Design matrix_inverse_check, sky130hd; sources not shown.
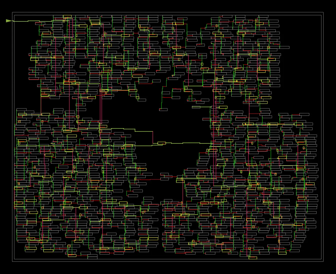
Figure 1: the clock network.
clock sink total: 1239
Clock buffer cells: 130
number of buffers created by CTS: 115

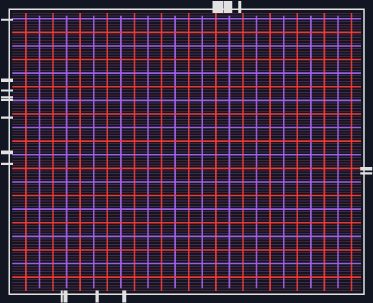
Figure 2: PDN straps and rails.
(1 px per um) Pins as bars on the die edge.
[VSS] red
[VDD] purple
met5 straps: 20
met1 rails: 103
width of the die: 353 um
area inside the core boundary: 96700 um2

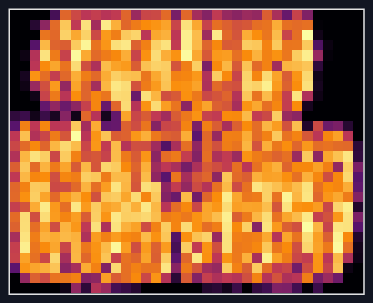
Figure 3: cell area per tile.
(1 px per um) The die is cut into 35 by 28 equal tiles; black is low, pale yellow is high, 0 to 100% covered.
fullest tile: 100%
tiles over 75% full: 35%
nearly empty tiles: 9.4%
mean over tiles: 59%
final core utilization: 63.2%
effective utilization at floorplan: 55.5%

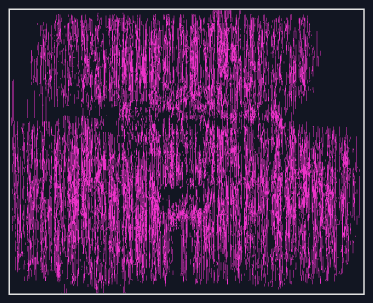
Figure 4: metal 2.
(1 px per um)
share of all routed wire: 45%
wire length on this layer: 61.7 mm
main direction: vertical
total routed wirelength: 136000 um
met2 usage in global routing: 40.9%

==> results.txt <==
Notes on the physical implementation.

- The run finished with clean final reports.
- TritonRoute reported its final design rule violation total as 0.
- The post-synthesis average cell area is between 15 and 20 um2, for reference.
- The instance count on the critical path is 39, for reference.
- The library cells used most frequently in the layout, excluding fill and tap cells, are 1200 x edfxtp_1, 309 x mux4_2, 205 x nand2_1.
- Looking at the worst setup and hold paths, the clock pins of their registers show a slew of roughly 0.07 ns.
- The via count normalized by instance count is 6.32, for reference.
- The synthesized design contains 1200 enable-type register cells.
- Across the run, the number of max-cap violations was 0.
- In this design, the largest share of critical-path delay is due to adder cells.
- The global placer's final weighted congestion is 0.902, for reference.
- Looking at the clock tree report, the maximum root-to-sink buffer count equals 3.
- The number of buffers inserted to repair setup after CTS is 0, for reference.
- In this design, the critical path's most frequently occurring cell is fa_1.
- The first TritonRoute pass finished after 6 iterations.
- After synthesis the cells add up to 53700 um2.
- The cell total in the yosys stat output is 2985, for reference.
- For reference, the top cells by area after synthesis are edfxtp_1 67%, mux4_2 13%, fa_1 3.1%, ha_1 2.2%, dfrtp_1 1.8%.
- The routed layout has 29300 vias.
- The data arrival time of the worst path is 13.04 ns, for reference.
- The worst hold slack across all endpoints is 0.265 ns, for reference.
- For this design the top-level I/O count stands at 40.
- The number of synthesized register bits is 1239, for reference.
- By instance count after routing, the leading logic cell type is edfxtp_1.
- Between the synthesized netlist and the finished layout, the area growth was recorded as 13.9%.
- Timing would allow up to 79.1 MHz.
- In the final report, the number of endpoints failing setup comes to 0.
- The net count of the finished layout is 3426.
- The synthesis report lists the Yosys warning total as 0.
- The remaining antenna violation count is 0, for reference.
- Post-synthesis, Yosys gives the total cell area as around 54000 um2.
- The sequential area share after synthesis is 68.9%, for reference.
- Measured against the total synthesized area, the mux share comes to 14.7%.
- The instance count of the mapped netlist is 2985, for reference.
- The class of the most critical hold timing path is in -> async, for reference.
- The kind of end point of the critical path is a register, for reference.
- Counting tap cells, the placed design contains a total of 4403 instances.
## cell usage after synthesis, types with 7 or more instances
cell,n
a21o_1,13
a22oi_1,8
xnor2_1,36
dfrtp_1,38
a31oi_1,11
fa_1,84
inv_1,161
o211ai_1,14
and2_1,8
nand2_1,205
buf_4,7
nand2b_1,21
nor2_1,186
or3_1,7
a311oi_1,9
clkbuf_1,77
a211oi_1,9
a21oi_1,51
mux4_2,309
buf_2,30
mux2i_1,79
xnor3_1,7
o21ai_0,87
edfxtp_1,1200
ha_1,96
and3_1,10
xor2_1,16
nor2b_1,21
or2_2,17
mux2_2,11
buf_1,16
nand3_1,32
nor3_1,30
## metrics by stage
stage	worst slack [ns]	instance area [um2]	utilization, %
5_1_grt	0.00700	61200	63.2
2_1_floorplan	3.14	53700	-
6_report	0.409	61200	63.2
3_5_place_dp	0.214	57100	59.0
4_1_cts	0.128	61100	63.1
3_3_place_gp	0.103	55700	57.6
## area by class of cell
type	count	area [um2]	area share (%)
Sequential cell	1239	37000	60.5
Multi-Input combinational cell	1450	15700	25.6
Clock buffer	130	2960	4.83
Timing Repair Buffer	125	1630	2.67
Tap cell	1300	1630	2.66
Clock inverter	88	1040	1.70
Inverter	162	608	0.994
Buffer	133	593	0.970
Antenna cell	2	5.00	0.00818
## layer usage
metal  vias up  global-route usage, %  share of wire [%]
met5         -                      0              0.020
met4         4                   6.60                2.1
met3       216                   5.86                 11
met2      1633                   40.9                 45
met1     15300                   42.1                 42
li1      12100                      -                  -
